run_1/placement.png
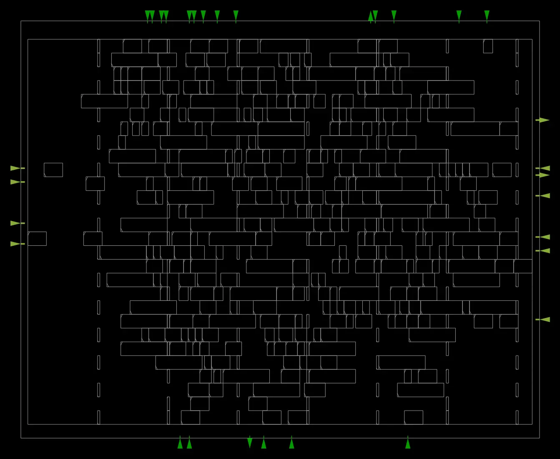
run_1/io_fan.png
Scale bar: 20 µm.
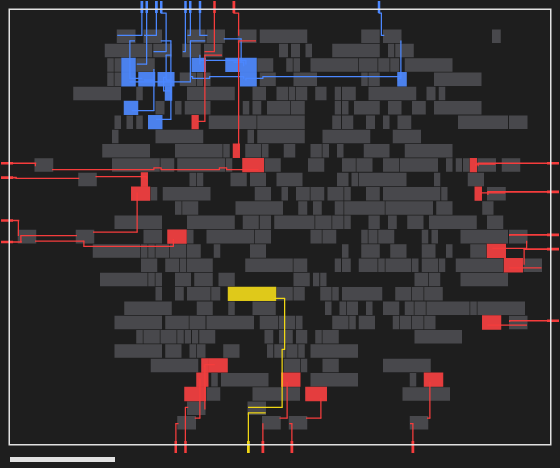
run_1/wires.png
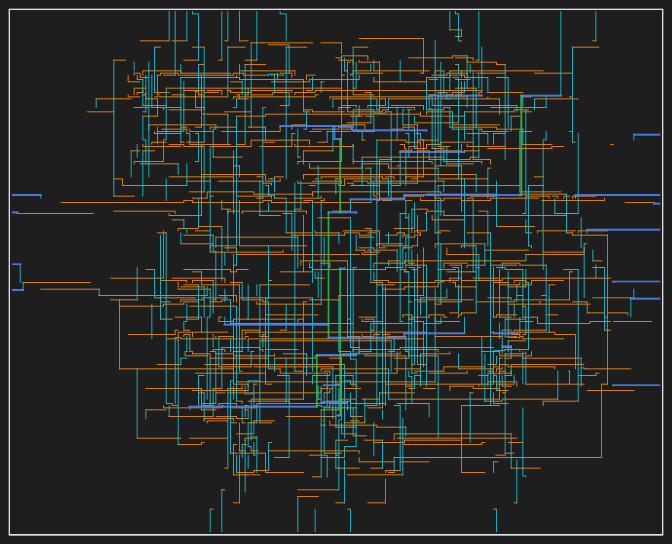
==> config.mk <==
export PLATFORM = sky130hd
export DESIGN_NAME = serial_frame_tx_flat
export DESIGN_NICKNAME = d
export VERILOG_FILES = /design/src/rtl/serial_frame_tx_if.sv /design/src/rtl/serial_frame_tx.sv /design/src/flat_wrapper.sv
export SDC_FILE = /design/constraint.sdc
export NUM_CORES = 1
export LEC_CHECK = 0
export CORE_ASPECT_RATIO = 0.8
export CORE_UTILIZATION = 35
export CTS_CLUSTER_SIZE = 10
export DETAILED_ROUTE_END_ITERATION = 16
export PLACE_DENSITY = 0.62
export SYNTH_ARGS = -nofsm -noshare
export SYNTH_HDL_FRONTEND = slang
export SYNTH_SLANG_ARGS = --single-unit
==> constraint.sdc <==
create_clock -name mclk -period 3.4 [get_ports mclk]
set_clock_uncertainty 0.2 [all_clocks]
set_input_delay 0.51 -clock mclk [delete_from_list [all_inputs] [get_ports mclk]]
set_output_delay 0.51 -clock mclk [all_outputs]
set_load 0.01 [all_outputs]
==> CHANGELOG.md <==
### Metrics

- Final Hold Violation Tally: 0
- Switching share of power: 0.399
- Leak: 1.40 nW
- Total grt overflow: 0
- Initial antenna violation count: 0
- Met1 GRT Util: 0.237
- Clock network power share: 0.175
- Bufs on Longest Clock Path: 2
- Number of enable flip-flop cells: 0
- Setup Buffers After CTS: 0
- Late-Pin Clk Latency: 0.31 ns
- TritonCTS Buffers: 5
- Crit Path Class: input port to flip-flop
- Final ANT Viol Nets: 0
- Top cells excl fill/tap: dfrtp_1, nand2_1, xnor2_1, clkdlybuf4s50_1, nor2_1
- Main flop type after synthesis: dfrtp_1
- Post-synthesis average cell area: 9.52 µm²
- Total track usage: 0.166
- Clk root buf: clkbuf_8
- Largest net degree at the start of global routing: 50
- Netlist cell types: 51
- Yosys stat area: 0.00284 mm²
- Initial DRC count: 94
- WP data arrival: 2.94 ns
- Die height: 82.5 µm
- Final setup fails: 0
- Switching power: 1.00 mW
- Mapped Nets: 328
- Number of global-route vias before repair: 2138
- Chip area: 0.00847 mm²
- Post-Syn Instances: 298
- Slew HR: 0.268
- VDD IR max: 0.229 mV
- Gate power share: 0.429
- CTS H-Tree Depth: 2
- Async SR Flop Fraction: 1.00
- Clk pin slew, worst setup/hold paths: 0.09 ns
- Crit Path Max Fanout: 16
- Logic cell area: 0.00148 mm²
- Req. time, crit path: 3.42 ns
- Cts repair resizes: 0
- Clk sink count: 49
- Layout cells sized above 1: 0.0826
- Rows: 28
- Fin nets: 356
- DRC Markers: 0
- DPL Wire Length: 4710 µm
- Final min period: 2.92 ns
- FF/Latch Area: 0.00123 mm²
- Via density: 5.05
- Max-slew violations: 0
- CP endpoint kind: flip-flop
- Post-CTS Hold Buffers: 0
- Setup repair after global routing missed its margin: false
- Period utilization: 0.859
- # fillers: 757
- Syn-to-layout area delta: 18.8%
- Pwr Density: 743 mW/mm²
- Core Util, Final: 0.443
- # Cells Yosys: 298
- Combined area of all synthesized cells: 0.00284 mm²
- Initial Util: 0.373
- CTS tree: yes
- DRT Pass-1 Iters: 4
- # diodes: 0
- Worst Max-Slew Pin Slew: 1.10 ns
- Most numerous logic cell after layout: dfrtp_1
- Int Power: 1.51 mW
- Sequential cell area fraction in the yosys report: 0.433
- First-pass GRT wire length: 10600 µm
- Setup TNS: 0 ns
- Worst R2R Setup Slack: 0.61 ns
- Global placement routability congestion: 0.793
- GR Util met2: 0.248
- Max cap viols: 0
- Register share of total power: 0.397
- Met3 Track Usage GR: 0.0438
- Critical Path Start Type: input port
- Busiest grt layer: met2
- Ys Warns: 0
- Min-delay worst type: input port to asynchronous set/reset pin
- Fmax achieved: 0.342 GHz
- Worst reg2reg path depth: 8
- Synth Register Bits: 49
- Log Warnings: 26
- Outcome: completed
- Die width: 103 µm
## Picture notes: placement.png
core area: 0.00760 mm²
tap cells: 105
Flops: 49

## Picture notes: io_fan.png
red -> baud_div  # bits 16, direction input, edge 5 bottom, 5 right, 4 left, 2 top, end cells 18, buffers 16, wire 328 µm
blue -> bus_tx_data  # bits 8, direction input, edge top, end cells 12, buffers 8, wire 211 µm
yellow -> frame_done  # bits 1, direction output, edge bottom, end cells 1, buffers 1, wire 38.3 µm
# port buffers: 30
Ports: 31

## Picture notes: wires.png
cyan -> metal 2  # wire length 2640 µm
blue -> metal 3  # wire length 217 µm
orange -> metal 1  # wire length 3390 µm
green -> metal 4  # wire length 78.1 µm
via count: 2181
final WL: 6330 µm
routed wire length per instance: 14.6 µm

[run 1: worst max-delay path: stages]
cell             delay, ns
clkdlybuf4s50_1       0.53
nor4b_2               0.32
buf_12                0.21
mux2i_1               0.31
xnor3_1               0.25
or3_1                 0.31
a21oi_1               0.13
o22ai_1               0.14
nor4_2                0.22
[run 1: power groups by stage]
stage               registers, mW  logic, mW  clock network (mW)
global placement            0.996       1.05                   0
CTS                         0.992       1.08               0.449
global route                 1.02       1.22               0.475
detailed placement           1.00       1.07                   0
floorplan                   0.912      0.865                   0
finish                      0.994       1.07               0.437
[run 1: per-layer routing]
layer	up-vias	routed length [µm]
met2	34	2640
met3	11	216
met4	0	78
met5	-	0
li1	1083	-
met1	1053	3390
[run 1: logic make-up (layout without fill, tap and decap cells)]
group / after synthesis / count (layout) / share of synthesized area
AOI/OAI and AO/OA: 39 / 39 / 0.0984
xor gates and xnor gates: 43 / 43 / 0.138
adders and majority gates: 3 / 3 / 0.0132
buffers and inverters: 34 / 63 / 0.0494
DFF: 49 / 49 / 0.433
muxes: 13 / 13 / 0.0472
and+or+nand+nor: 117 / 117 / 0.221
[run 1: area by class of cell]
| type | instances | area share |
|---|---|---|
| Clock buffer | 7 | 0.0256 |
| Clock inverter | 1 | 0.00891 |
| Inverter | 20 | 0.0223 |
| Multi-Input combinational cell | 215 | 0.438 |
| Sequential cell | 49 | 0.364 |
| Tap cell | 105 | 0.0390 |
| Timing Repair Buffer | 35 | 0.102 |
[run 1: through the flow]
| step | setup WS, ns | cells | area [µm²] | hold WS (ns) | total power, mW |
|---|---|---|---|---|---|
| 3_5_place_dp | 0.179 | 424 | 3250 | 0.268 | 2.08 |
| 2_1_floorplan | 0.938 | 298 | 2840 | 0.0144 | 1.78 |
| 6_report | 0.478 | 432 | 3370 | 0.201 | 2.51 |
| 3_3_place_gp | 0.250 | 424 | 3250 | 0.260 | 2.05 |
| 4_1_cts | 0.476 | 432 | 3370 | 0.249 | 2.52 |
| 5_1_grt | 0.273 | 432 | 3370 | 0.283 | 2.71 |
[run 1: synthesized netlist by cell type, types with 3 or more instances]
master | n | area [µm²]
dfrtp_1 | 48 | 1200
inv_1 | 20 | 75.1
a31oi_1 | 3 | 18.8
nand4_1 | 8 | 50.1
nand2_1 | 44 | 165
nor2_1 | 24 | 90.1
nand4b_1 | 3 | 26.3
clkbuf_1 | 8 | 30.0
ha_1 | 3 | 37.5
xnor2_1 | 38 | 333
nand3_1 | 7 | 35.0
o211ai_1 | 3 | 22.5
o21ai_0 | 4 | 20.0
a211oi_1 | 4 | 30.0
xor2_1 | 4 | 35.0
a21oi_1 | 4 | 20.0
nor3_1 | 5 | 25.0
mux2i_1 | 10 | 100
nor4_1 | 6 | 37.5
o22ai_1 | 3 | 18.8
nor3b_1 | 3 | 22.5
a22oi_1 | 6 | 45.0
mux2_2 | 3 | 33.8
o2111ai_1 | 3 | 26.3
Power and IR drop assume default switching activity.
